Figure 1. Sequential cells grouped by signal name (run 1).
Other sequential cells in the stronger gray, the rest of the logic in the fainter gray.
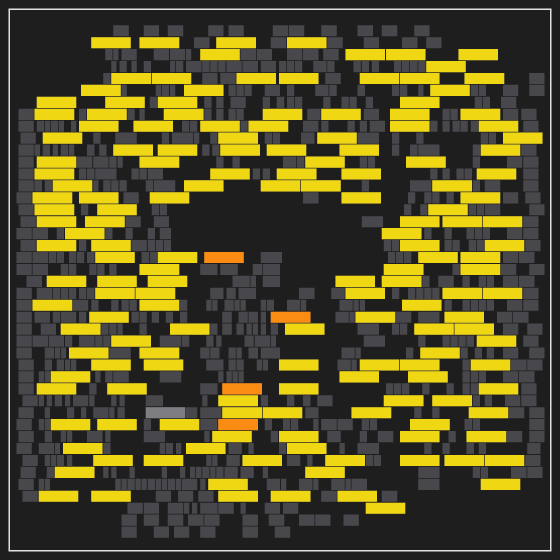
Figure 2. Clock nets (run 1).
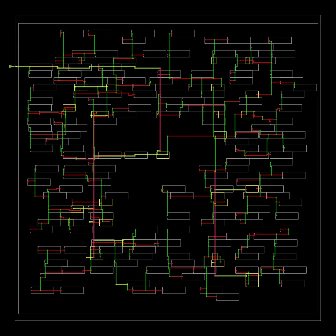
Figure 3. Selected gate families (run 1).
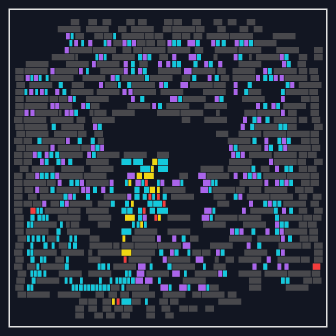
Figure 4. Placed cells, one color a class (run 1).
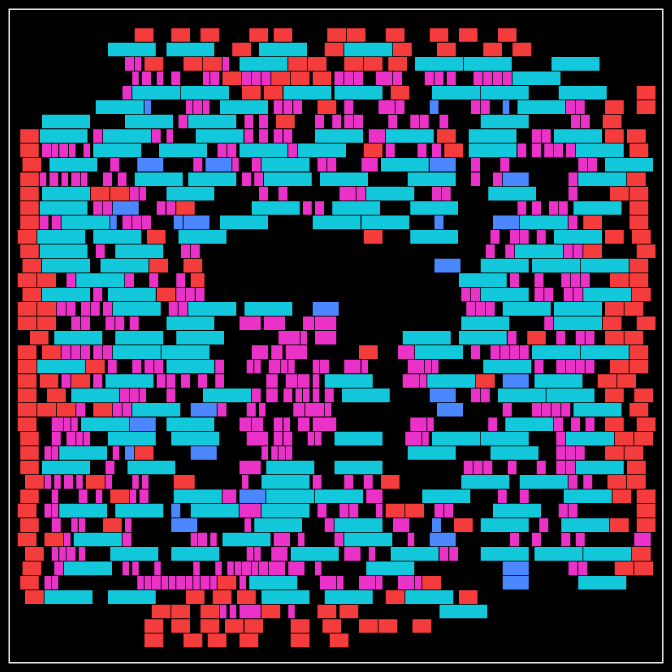
**config.mk**
```make
export PLATFORM = sky130hd
export DESIGN_NAME = fc_score_collector
export DESIGN_NICKNAME = d
export VERILOG_FILES = /design/src/rtl/fc_score_collector.sv
export SDC_FILE = /design/constraint.sdc
export NUM_CORES = 1
export LEC_CHECK = 0
export ABC_AREA = 1
export CORE_UTILIZATION = 45
export CTS_BUF_LIST = sky130_fd_sc_hd__clkbuf_8
export DETAILED_ROUTE_END_ITERATION = 6
export HOLD_SLACK_MARGIN = 0.05
export PLACE_DENSITY = 0.87
export SLEW_MARGIN = 20
export SYNTH_ARGS = -nofsm -noshare
export SYNTH_HDL_FRONTEND = slang
export SYNTH_SLANG_ARGS = --single-unit
```
**constraint.sdc**
```tcl
create_clock -name i_clk -period 17.9 [get_ports i_clk]
set_input_delay 4.475 -clock i_clk [delete_from_list [all_inputs] [get_ports i_clk]]
set_output_delay 4.475 -clock i_clk [all_outputs]
set_load 0.02 [all_outputs]
```
**src/rtl/fc_score_collector.sv**
```systemverilog
// Packs the FC layer's streamed class scores into one vector, optionally accumulating
// partial sums over NUM_PASS passes with signed saturation, and hands it off via valid/ready.
module fc_score_collector #(
  parameter int NUM_CLASS = 10,
  parameter int DATA_W    = 16,
  parameter int NUM_PASS  = 1
) (
  input  logic                          i_clk,
  input  logic                          i_rst,
  input  logic                          i_clear,
  input  logic                          i_in_valid,
  input  logic [DATA_W-1:0]             i_in_data,
  output logic                          o_in_ready,
  output logic                          o_out_valid,
  output logic [NUM_CLASS*DATA_W-1:0]   o_out_data,
  input  logic                          i_out_ready
);

  localparam int CLS_W  = (NUM_CLASS > 1) ? $clog2(NUM_CLASS) : 1;
  localparam int PASS_W = (NUM_PASS > 1) ? $clog2(NUM_PASS) : 1;
  localparam logic [CLS_W-1:0]  CLS_LAST  = CLS_W'(NUM_CLASS - 1);
  localparam logic [PASS_W-1:0] PASS_LAST = PASS_W'(NUM_PASS - 1);
  localparam logic [DATA_W-1:0] SAT_MAX   = {1'b0, {(DATA_W-1){1'b1}}};
  localparam logic [DATA_W-1:0] SAT_MIN   = {1'b1, {(DATA_W-1){1'b0}}};

  // S_COLLECT | accepting scores into slot cls_cnt of pass pass_cnt
  // S_FULL    | frame complete, held on o_out_data until downstream takes it
  typedef enum logic {S_COLLECT, S_FULL} state_t;

  state_t                              r_state;
  state_t                              w_next_state;
  logic [CLS_W-1:0]                    r_cls_cnt;
  logic [PASS_W-1:0]                   r_pass_cnt;
  logic [NUM_CLASS-1:0][DATA_W-1:0]    r_slots;

  logic                                w_accept;
  logic                                w_last_cls;
  logic                                w_last_pass;
  logic [DATA_W-1:0]                   w_cur;
  logic [DATA_W:0]                     w_sum;
  logic [DATA_W-1:0]                   w_sat;
  logic [DATA_W-1:0]                   w_wr;

  assign o_in_ready  = (r_state == S_COLLECT);
  assign o_out_valid = (r_state == S_FULL);
  assign o_out_data  = r_slots;

  assign w_accept    = i_in_valid & o_in_ready;
  assign w_last_cls  = (r_cls_cnt == CLS_LAST);
  assign w_last_pass = (r_pass_cnt == PASS_LAST);

  always_ff @(posedge i_clk or posedge i_rst) begin
    if (i_rst) r_state <= S_COLLECT;
    else       r_state <= w_next_state;
  end

  always_comb begin
    w_next_state = r_state;
    if (i_clear) begin
      w_next_state = S_COLLECT;
    end else begin
      case (r_state)
        S_COLLECT: if (w_accept && w_last_cls && w_last_pass) w_next_state = S_FULL;
        S_FULL:    if (i_out_ready) w_next_state = S_COLLECT;
        default:   w_next_state = S_COLLECT;
      endcase
    end
  end

  always_ff @(posedge i_clk or posedge i_rst) begin
    if (i_rst) begin
      r_cls_cnt  <= '0;
      r_pass_cnt <= '0;
    end else if (i_clear) begin
      r_cls_cnt  <= '0;
      r_pass_cnt <= '0;
    end else if (w_accept) begin
      if (w_last_cls) begin
        r_cls_cnt  <= '0;
        r_pass_cnt <= w_last_pass ? '0 : r_pass_cnt + 1'b1;
      end else begin
        r_cls_cnt  <= r_cls_cnt + 1'b1;
      end
    end
  end

  always_comb begin
    w_cur = '0;
    for (int k = 0; k < NUM_CLASS; k++) begin
      if (r_cls_cnt == CLS_W'(k)) w_cur = r_slots[k];
    end
  end

  // Sign-extend both operands by one bit; overflow shows as the top two sum bits disagreeing.
  assign w_sum = {w_cur[DATA_W-1], w_cur} + {i_in_data[DATA_W-1], i_in_data};

  always_comb begin
    w_sat = w_sum[DATA_W-1:0];
    if (w_sum[DATA_W] != w_sum[DATA_W-1]) w_sat = w_sum[DATA_W] ? SAT_MIN : SAT_MAX;
  end

  assign w_wr = (r_pass_cnt == '0) ? i_in_data : w_sat;

  always_ff @(posedge i_clk or posedge i_rst) begin
    if (i_rst) begin
      r_slots <= '0;
    end else if (i_clear) begin
      r_slots <= '0;
    end else if (w_accept) begin
      for (int k = 0; k < NUM_CLASS; k++) begin
        if (r_cls_cnt == CLS_W'(k)) r_slots[k] <= w_wr;
      end
    end
  end

endmodule

```
==> notes.md, run 1 <==
• start point of the worst hold path: o_out_data[60]
• DR DRC count: 0
• data arrival time of the worst path: 7.21 ns
• post-synth area from yosys stat: 6590 µm²
• crit path cell chain: clkdlybuf4s50_1, inv_4, buf_4, nand2_2, nand2_2, nand2_1, o21ai_2
• outcome: finished, final reports clean
• area of all placed cells without fillers: 8610 µm²
• most instantiated cells after synthesis: dfrtp_1 (165), nand3_1 (133), o21ai_0 (92)
• clock slew at reported path FFs: 0.08 ns
• Mapped Nets: 641
• proportion of synthesized flip-flops having asynchronous set or reset: 1.00
• layout filler cell count: 1193
• Critical Path Sink Type: flop
• Max Clk Rate: 0.146 GHz
• total count of max-transition violations in the final report: 0
• clock sinks: 165
• y dimension of the die: 123 µm
• peak per-stage delay on the critical path: 0.75 ns
• post-synthesis cell count from yosys: 620
• Largest Pwr Group: registers
• final critical path time including I/O delays and setup: 6.85 ns
• Die ar.: 15100 µm²
• Switch Pwr: 0.000200 W
• Setup Viol. Count Final: 0
• Vias per Instance: 5.48
• number of cells in the finished layout apart from fillers: 967
• Internal Dissipation: 0.000527 W
• count of unique library cells instantiated by Yosys: 23
• Setup TNS Final: 0 ns
• Worst Path Class, Setup: input port to flop
• horizontal die size: 123 µm
• Final Hold Viols: 0
• average size of a mapped cell: 10.6 µm²
• count of boundary I/O pins: 183
• synthesized flop and latch total: 165
• worst-case register-to-register setup slack: 16.04 ns
• count of routing violations after the opening detailed-route iteration: 519
• Worst VDD drop: 0.0000519 V
• share of power burned in registers: 0.547
• CTS H-tree lvls: 4
• worst flop-to-flop path endpoint: o_out_data[18]
• power in combinational cells: 0.000104 W
• most repeated library cell on the critical path: nand2_2
• Hold Path Class: flop to flop
• routed wire length: 18.4 mm
• cells on worst reg2reg path: 6
• number of hold buffers added after CTS: 0
• maximum fanout encountered on the critical timing path: 80
• total power divided by cell area: 84.4 nW/µm²
• critical path startpoint category: input port
• setup repair after global routing missed its margin: false
• final critical-path share of the clock period: 0.383
• Leakage: 3.77 nW
• transition time at the pin with the least slew margin: 0.790 ns
• Post-Place Cell Area: 8290 µm²
• sw frac: 0.275
• Clock Root Buffer: clkbuf_8
• sequential cell area: 4130 µm²
• Tool Warnings: 26
• via total after detailed routing: 5296
• Cell area leaders: dfrtp_1 (63%), nand3_1 (10%), o21ai_0 (7.0%), nand2_1 (4.9%), o21ai_2 (2.9%)
• post-synth top area cell: dfrtp_1
• most common logic cell in the routed design: clkdlybuf4s50_1
• TritonCTS clock tree: done
• DR WL/cell: 19.0 µm
• maximum root-to-sink buffer count: 2
• gpl congestion: 0.803
• half-perimeter wire length after placement: 11.6 mm
• fraction of power consumed by combinational cells: 0.144
• worst hold path depth: 2
• Post-CTS Setup Bufs: 0
• Gate Area: 2050 µm²
• global-route wire length before repair: 27.6 mm
• count of buffers inserted at the top-level ports: 182
• most frequently used flop master after synthesis: dfrtp_1
• CTS Buf Count: 17
• worst reg2reg startpoint: o_out_valid
• CP Data Required Time: 18.26 ns
• Global Route Usage Sum: 0.253
• most common cell in the netlist: dfrtp_1
• placeable core region: 14100 µm²
• cell area after technology mapping: 6590 µm²
• net count of the finished layout: 798
• number of search-and-repair iterations in the first detailed-routing pass: 5
• antenna diode count: 0
-- Figure 1 (at the start) --
o_out_data: shown in yellow, flops 160, where widely spread. r_cls_cnt: shown in orange, flops 4.

-- Figure 2 (at the start) --
Worst Clk Skew: 0.00492 ns
CLK BUF: 20
Clk Latency, worst-skew pair: 0.44 ns
Clock net power: 0.000225 W
Flops: 165

-- Figure 3 (at the start) --
inverters: shown in red, cells 10. inverting AOI/OAI gates: shown in purple, cells 149, most used o21ai_0, where widely spread. NOR gates: shown in yellow, cells 14, most used nor2_1, where center. NAND gates: shown in cyan, cells 235, most used nand3_1, where widely spread.

-- Figure 4 (at the start) --
combinational and other logic: shown in magenta, cells 409, share of their area 25%. flops: shown in cyan, cells 165, share of their area 49%. other buffers and delay cells: shown in red, cells 184, share of their area 22%. clock drivers and dummy loads: shown in blue, cells 29, share of their area 3.8%.

## run 1: how the worst max path moves through the flow
stage	from	end	slack [ns]
after CTS	i_clear	o_out_data[159]	11.08
final	i_clear	o_out_data[159]	11.05
after detailed placement	i_clear	o_out_data[159]	10.61
after global routing	i_clear	o_out_data[159]	10.82
after floorplan	i_rst	o_out_data[0]	8.96
after global placement	i_clear	o_out_data[155]	10.68
## run 1: critical path: cells and delay by family
| kind | cells | cell delay, ns |
|---|---|---|
| buf+inv | 3 | 1.72 |
| simple gates | 3 | 0.88 |
| compound gates | 1 | 0.09 |
## run 1: per-layer routing
layer | share of wire | vias to the layer above | GRT usage
li1 | - | 2445 | -
met1 | 0.42 | 2590 | 0.351
met2 | 0.48 | 240 | 0.391
met3 | 0.083 | 21 | 0.0627
met4 | 0.014 | 0 | 0.0821
met5 | 0 | - | 0
## run 1: metrics by stage
stage | worst slack, ns | total power (W) | utilization
3_3_place_gp | 10.68 | 0.000508 | 0.588
3_5_place_dp | 10.61 | 0.000510 | 0.588
4_1_cts | 11.08 | 0.000732 | 0.611
5_1_grt | 10.82 | 0.000757 | 0.611
2_1_floorplan | 8.96 | 0.000464 | -
6_report | 11.05 | 0.000727 | 0.611
## run 1: kinds of logic after synthesis
kind of cell	after synthesis	synth area share
buffers and inverters	56	0.0624
AND-OR/OR-AND	150	0.127
AND/OR/NAND/NOR	249	0.184
flip-flops	165	0.626
## run 1: flip-flops by register name (all words and copies together) (netlist names)
name and cells:
o_out_valid 1, r_cls_cnt 4, o_out_data 160
## run 1: final cells by class
cell class	instances	area share
clock buffers	20	0.0320
clock inverters	9	0.00480
well taps	180	0.0262
multi-input cells	399	0.238
inverters	10	0.00523
repair buffers	184	0.214
flip-flops and latches	165	0.480
Figure 5. Clock distribution (run 1).
The bar under the picture is 20 µm long.
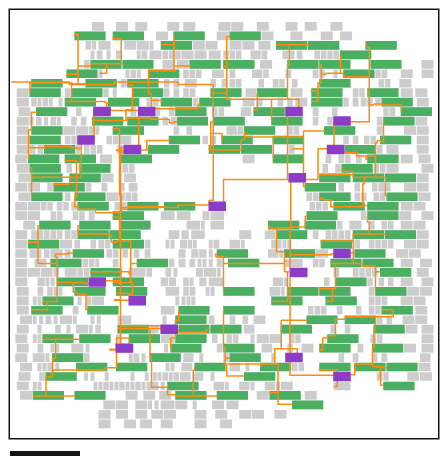

==> run 1 -> run 2 <==
==> constraint.sdc (replaced) <==
create_clock -name i_clk -period 7.1 [get_ports i_clk]
set_input_delay 1.775 -clock i_clk [delete_from_list [all_inputs] [get_ports i_clk]]
set_output_delay 1.775 -clock i_clk [all_outputs]
set_load 0.02 [all_outputs]
Figure 6. Clock distribution (run 2).
The bar under the picture is 20 µm long.
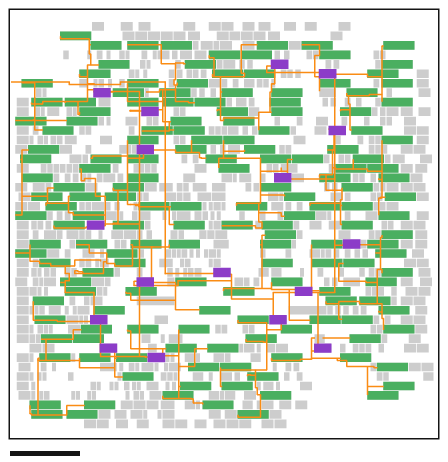
flip-flops: shown in green, count 165. clock wires: shown in orange, length 1870 µm. clock drivers: shown in purple, count 17.
Position of the flops: widely spread. There are 18 routed clock nets.

Figure 7. Sequential cells grouped by signal name (run 2).
Other sequential cells in the stronger gray, the rest of the logic in the fainter gray.
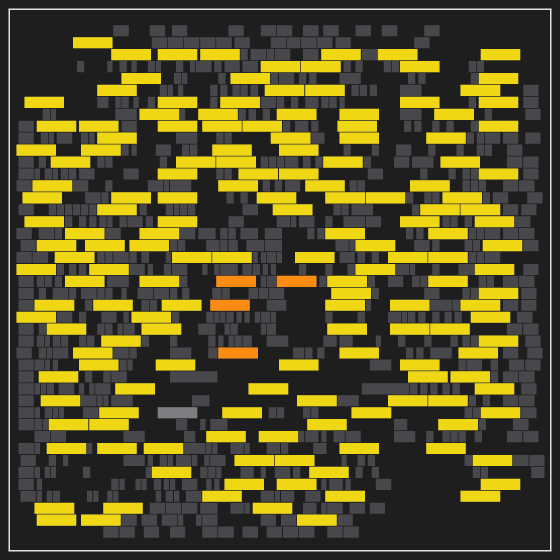
o_out_data: shown in yellow, flops 160, where widely spread. r_cls_cnt: shown in orange, flops 4, where center.

==> run 2 against run 1 <==
  * Synthesized area is the same
  * Worst setup slack worse by 8.0 ns
  * Clock power went up to 3.0 times the previous value
  * Synthesized cell count is the same
  * Non-clock buffer count did not move
  * Die size did not move
  * Critical path depth decreased by 2
  * Power rose to 2.7 times the previous value
  * Design area rose by 0.92%
  * First-iteration DRC count shrank 10%
  * Critical endpoint is now o_out_data[7]
  * Highest routed layer unchanged
==> notes.md, run 2 <==
• outcome: finished, final reports clean
• synthesized flop and latch total: 165, unchanged
• Max Clk Rate: 0.245 GHz
• data arrival time of the worst path: 4.42 ns, -2.79 ns
• count of unique library cells instantiated by Yosys: 23, unchanged
• Global Route met3 Usage: 0.0743, +0.0115
• Worst Clk Skew: 0.00779 ns, +0.00287 ns
• clock slew at reported path FFs: 0.08 ns, about the same
• most common logic cell in the routed design: clkdlybuf4s50_1
• TritonCTS clock tree: done
• total power divided by cell area: 224 nW/µm², +170%
• post-synth area from yosys stat: 6590 µm², unchanged
• Die ar.: 15100 µm², unchanged
• routed wire length: 18.6 mm, +1.1%
• Setup crit end: o_out_data[7]
• Hold Path Class: flop to flop
• count of routing violations after the opening detailed-route iteration: 465, -10%
• share of the synthesized netlist area taken by xor and xnor gates: 0, unchanged
• Setup TNS Final: 0 ns, unchanged
• worst-case register-to-register setup slack: 5.21 ns, -10.83 ns
• maximum root-to-sink buffer count: 2, unchanged
• DR WL/cell: 19.2 µm, +0.81%
• post-synth top area cell: dfrtp_1
• Clk Latency, worst-skew pair: 0.45 ns, about the same
• Post-CTS Setup Bufs: 0, unchanged
• routing usage on met1: 0.359, +0.00799
• WL met3: 1.57 mm, +2.9%
• most common cell in the netlist: dfrtp_1
• worst flop-to-flop path endpoint: o_out_data[26]
• Clock Root Buffer: clkbuf_8
• cell area after technology mapping: 6590 µm², unchanged
• Worst VDD drop: 0.000105 V, +100%
• number of flip-flops in the largest register: 160, unchanged
• y dimension of the die: 123 µm, unchanged
• Met2 Routed Length: 8.46 mm, -4.6%
• Cell area leaders: dfrtp_1 (63%), nand3_1 (10%), o21ai_0 (7.0%), nand2_1 (4.9%), o21ai_2 (2.9%)
• net count of the finished layout: 798, unchanged
• antenna diode count: 0, unchanged
• routed length on met1: 8.20 mm, +5.7%
• Worst Setup SP: i_clear
• average size of a mapped cell: 10.6 µm², unchanged
• Tool Warnings: 30, +15%
• gpl congestion: 0.787, -2.1%
• proportion of synthesized flip-flops having asynchronous set or reset: 1.00, unchanged
• CP Data Required Time: 7.45 ns, -10.81 ns
• most frequently used flop master after synthesis: dfrtp_1
• CTS Buf Count: 17, unchanged
• DR DRC count: 0, unchanged
• final critical path time including I/O delays and setup: 4.08 ns
• Critical Path Sink Type: flop
• Vias per Instance: 5.49, +0.22%
• worst hold path depth: 2, unchanged
• final critical-path share of the clock period: 0.574
• maximum fanout encountered on the critical timing path: 100, +25%
• global-route wire length before repair: 28.5 mm, +3.2%
• cells on worst reg2reg path: 5, -1
• clock sinks: 165, unchanged
==> run 2: cell counts after synthesis <==
No cell type changed its count.
==> run 2: area by class of cell <==
cell class                 instances  area (µm²)
clock buffer                      21         289
clock inverter                    11         110
fill                            1185        5410
inverter                          10        45.0
multi-input combinational        399        2050
sequential                       165        4130
tap                              180         225
timing repair buffer             184        1840
==> run 2: report_power, final <==
group / leakage [nW] / switching (W) / internal [W]
logic: 1.33 / 0.000170 / 0.0000951
registers: 2.26 / 0.0000249 / 0.000977
clock network: 0.211 / 0.000334 / 0.000345
==> run 2: stage by stage <==
stage | cell area, µm² | utilization | power (W) | hold WS (ns) | setup WS (ns)
6_report | 8690 | 0.616 | 0.00195 | 0.484 | 3.02
5_1_grt | 8690 | 0.616 | 0.00202 | 0.512 | 2.89
4_1_cts | 8690 | 0.616 | 0.00196 | 0.488 | 3.07
3_5_place_dp | 8290 | 0.588 | 0.00129 | 0.468 | 2.58
3_3_place_gp | 8290 | 0.588 | 0.00128 | 0.462 | 2.66
2_1_floorplan | 6590 | - | 0.00117 | 0.488 | 0.863
==> run 2: worst max-delay path, stage by stage <==
cell and delay (ns):
clkdlybuf4s50_1 0.44, inv_4 0.40, buf_4 0.88, nand2_1 0.56, o21ai_0 0.32
==> run 2: cell families after synthesis <==
group,Yosys count
buf+inv,56
compound gates,150
flops,165
simple gates,249
==> run 2: worst min-delay path by stage <==
| stage | startpoint | end | slack (ns) |
|---|---|---|---|
| after CTS | o_out_data[154] | o_out_data[154] | 0.49 |
| final | o_out_data[149] | o_out_data[149] | 0.48 |
| after global routing | o_out_data[60] | o_out_data[60] | 0.51 |
| after detailed placement | o_out_data[149] | o_out_data[149] | 0.47 |
| after floorplan | r_cls_cnt[3] | r_cls_cnt[3] | 0.49 |
| after global placement | o_out_data[55] | o_out_data[55] | 0.46 |
Figure 8. Placed cells, one color a class (run 2).
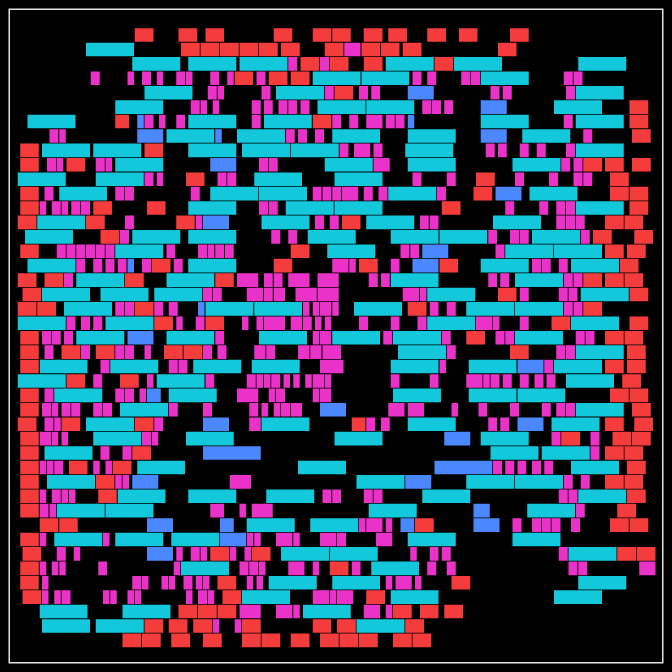

==> run 2 -> run 3 <==
==> constraint.sdc (replaced) <==
create_clock -name i_clk -period 4.2 [get_ports i_clk]
set_input_delay 1.05 -clock i_clk [delete_from_list [all_inputs] [get_ports i_clk]]
set_output_delay 1.05 -clock i_clk [all_outputs]
set_load 0.02 [all_outputs]
Figure 9. Placed cells, one color a class (run 3).
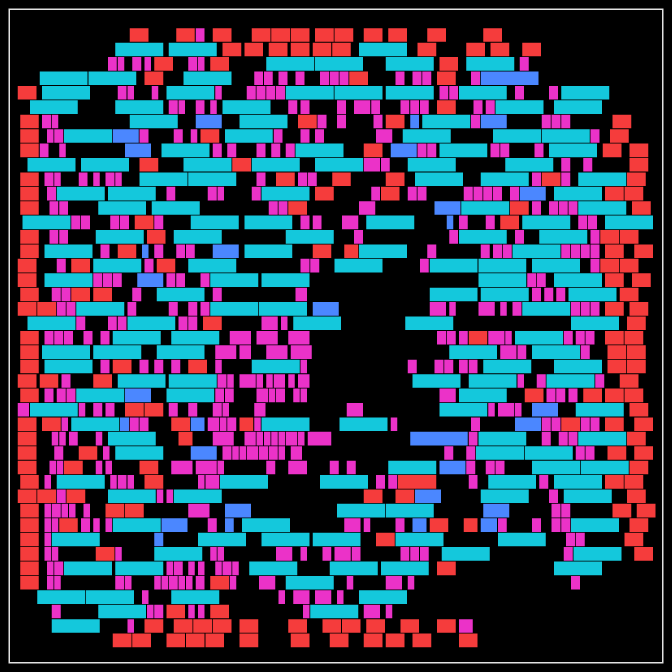
utilization after layout: 0.617
area of all placed cells without fillers: 8700 µm²
sequential share of cell area: 0.475
# rows: 43

Figure 10. Clock nets (run 3).
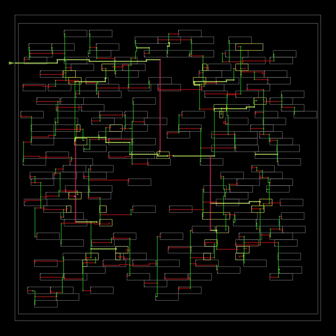
Worst Clk Skew: 0.00975 ns
Clock net power: 0.00111 W
CTS Buf Count: 17
clock sinks: 165

==> run 3 against run 2 <==
  * Design area barely moved
  * Utilization increased by 0.053 points
  * Sequential cell count stayed put
  * Routed wire length rose by 1.3%
  * Power up 67%
  * Critical path depth stayed put
  * Register-to-register slack worse by 2.9 ns
  * Worst setup slack got worse by 1.5 ns
  * Largest cell class unchanged
  * Highest routed layer unchanged
==> notes.md, run 3 <==
• crit path cell chain: clkdlybuf4s50_1, inv_4, buf_4, nand2_1, o21ai_0
• maximum root-to-sink buffer count: 2, unchanged
• leading cell category by total area: registers
• Final ANT Viol Nets: 0
• CP Data Required Time: 4.54 ns, -2.91 ns
• total count of max-transition violations in the final report: 0
• DR DRC count: 0, unchanged
• Max Clk Rate: 0.368 GHz
• fraction of standard cell area in multi-input logic: 0.236, about the same
• Hold Path Class: flop to flop
• CLK BUF: 19, -9.5%
• worst slack at placement: 0.995 ns, -1.58 ns
• number of maximum-capacitance violations: 0
• average size of a mapped cell: 10.6 µm², unchanged
• Worst Path Class, Setup: input port to flop
• inverter count: 10, unchanged
• Gate Area: 2050 µm², unchanged
• Critical Path Sink Type: flop
• proportion of synthesized flip-flops having asynchronous set or reset: 1.00, unchanged
• net count of the finished layout: 801, +0.38%
• half-perimeter wire length after placement: 11.9 mm
• most common cell in the netlist: dfrtp_1
• Global Route Usage Sum: 0.260
• most frequently used flop master after synthesis: dfrtp_1
• most instantiated cells after synthesis: dfrtp_1 (165), nand3_1 (133), o21ai_0 (92)
• synthesized flop and latch total: 165, unchanged
• peak per-stage delay on the critical path: 0.52 ns, -0.36 ns
• clock slew at reported path FFs: 0.08 ns, about the same
• Placed Cells incl. Taps: 941
• count of routing violations after the opening detailed-route iteration: 490, +5.4%
• maximum fanout encountered on the critical timing path: 51, -49%
• Leakage: 3.80 nW
• CTS H-tree lvls: 4
• Top Layout Cells: clkdlybuf4s50_1 (182), dfrtp_1 (165), nand3_1 (133)
• sequential cell area: 4130 µm², unchanged
• outcome: finished, final reports clean
• Final Hold Viols: 0
• Clk Latency, worst-skew pair: 0.44 ns, about the same
• Final non-clock buffer share: 0.215, +0.00385
• Clock Root Buffer: clkbuf_8
• post-synthesis cell count from yosys: 620
• routed wire length: 18.9 mm, +1.3%
• critical path startpoint category: input port
• number of search-and-repair iterations in the first detailed-routing pass: 5
• Post-Place Cell Area: 8320 µm², +0.41%
• total grt overflow: 0
• CP delay by family, top: buffers and inverters
• PnR Total Power: 0.00325 W, +67%
• Setup TNS Final: 0 ns, unchanged
• global-route wire length before repair: 28.5 mm, about the same
• most common logic cell in the routed design: clkdlybuf4s50_1
• DR WL/cell: 19.4 µm, +1.2%
• Vias per Instance: 5.52, +0.50%
• number of tapcells: 180, unchanged
• Post-CTS Setup Bufs: 0, unchanged
• EDFF count, synth: 0
• gpl congestion: 0.852, +8.4%
• total power divided by cell area: 374 nW/µm², +67%
• register area share after synthesis: 0.626
• data arrival time of the worst path: 3.06 ns, -1.36 ns
• crit path max-delay cell type: buf_4
• Clock buffers and inverters, area share: 0.0429, -0.00306
• Worst VDD drop: 0.000200 V, +91%
• final setup margin: 1.49 ns, -1.54 ns
• number of buffer and inverter instances along the worst setup path: 3, unchanged
• y dimension of the die: 123 µm, unchanged
• layout cells sized above 1: 0.105
• TritonCTS clock tree: done
• cell area after technology mapping: 6590 µm², unchanged
• number of flip-flops in the largest register: 160, unchanged
• worst hold-check slack: 0.484 ns, +0.000582 ns
• Die ar.: 15100 µm², unchanged
• multi-input gates: 399, unchanged
• layout filler cell count: 1200, +1.3%
• post-synth area from yosys stat: 6590 µm², unchanged
• count of boundary I/O pins: 183
• antenna diode count: 0, unchanged
• count of unique library cells instantiated by Yosys: 23, unchanged
• final critical path time including I/O delays and setup: 2.71 ns
• effective utilization at floorplan: 0.468
• worst slew slack as a fraction of its limit: 0.429
• Flops: 165, unchanged
• Cell area leaders: dfrtp_1 (63%), nand3_1 (10%), o21ai_0 (7.0%), nand2_1 (4.9%), o21ai_2 (2.9%)
• Tool Warnings: 26, -13%
• post-synth top area cell: dfrtp_1
• final critical-path share of the clock period: 0.646
• number of signal-net buffers in the layout: 187, +1.6%
==> run 3: cell types whose count changed in the layout (fill, tap and decap cells not counted), sizes merged <==
cell,before,now
clkbuf,21,19
clkinv,0,4
buf,2,5
inv,16,12
==> run 3: power by group <==
part / switching (W) / total [W] / internal (W)
sequential: 0.0000433 / 0.00169 / 0.00165
combinational: 0.000288 / 0.000452 / 0.000164
clock: 0.000561 / 0.00111 / 0.000546
==> run 3: metal layers <==
| layer | track usage | share of wire | wire length, µm | up-vias |
|---|---|---|---|---|
| met5 | 0 | 0 | 0 | - |
| met4 | 0.0858 | 0.015 | 283 | 0 |
| met3 | 0.0706 | 0.10 | 1880 | 17 |
| met2 | 0.399 | 0.47 | 8790 | 272 |
| met1 | 0.358 | 0.42 | 7920 | 2618 |
| li1 | - | - | - | 2449 |
==> run 3: cells by family (layout without fill, tap and decap cells) <==
group / count (synthesis) / in the layout / synth area share
AND-OR/OR-AND: 150 / 150 / 0.127
buffers and inverters: 56 / 227 / 0.0624
flip-flops: 165 / 165 / 0.626
AND/OR/NAND/NOR: 249 / 249 / 0.184
==> run 3: worst reg2reg max path, cell delays in order (launching register included) <==
cell and delay, ns:
dfrtp_1 0.44, inv_2 0.12, nand2_4 0.06, nand2_4 0.21, nand2_1 0.57, nand3_1 0.24
o21ai_0 0.11
==> run 3: worst paths after layout <==
kind / start / end / slack (ns) / depth (start not counted)
max: i_clear / o_out_data[139] / 1.49 / 5
min: o_out_data[56] / o_out_data[56] / 0.48 / 2
max reg2reg: o_out_valid / o_out_data[16] / 2.31 / 6
min reg2reg: o_out_data[56] / o_out_data[56] / 0.48 / 2
max in group asynchronous: i_rst / o_out_data[45] / 2.24 / 3
min in group asynchronous: i_rst / o_out_data[152] / 1.02 / 2
Power and IR drop assume default switching activity.
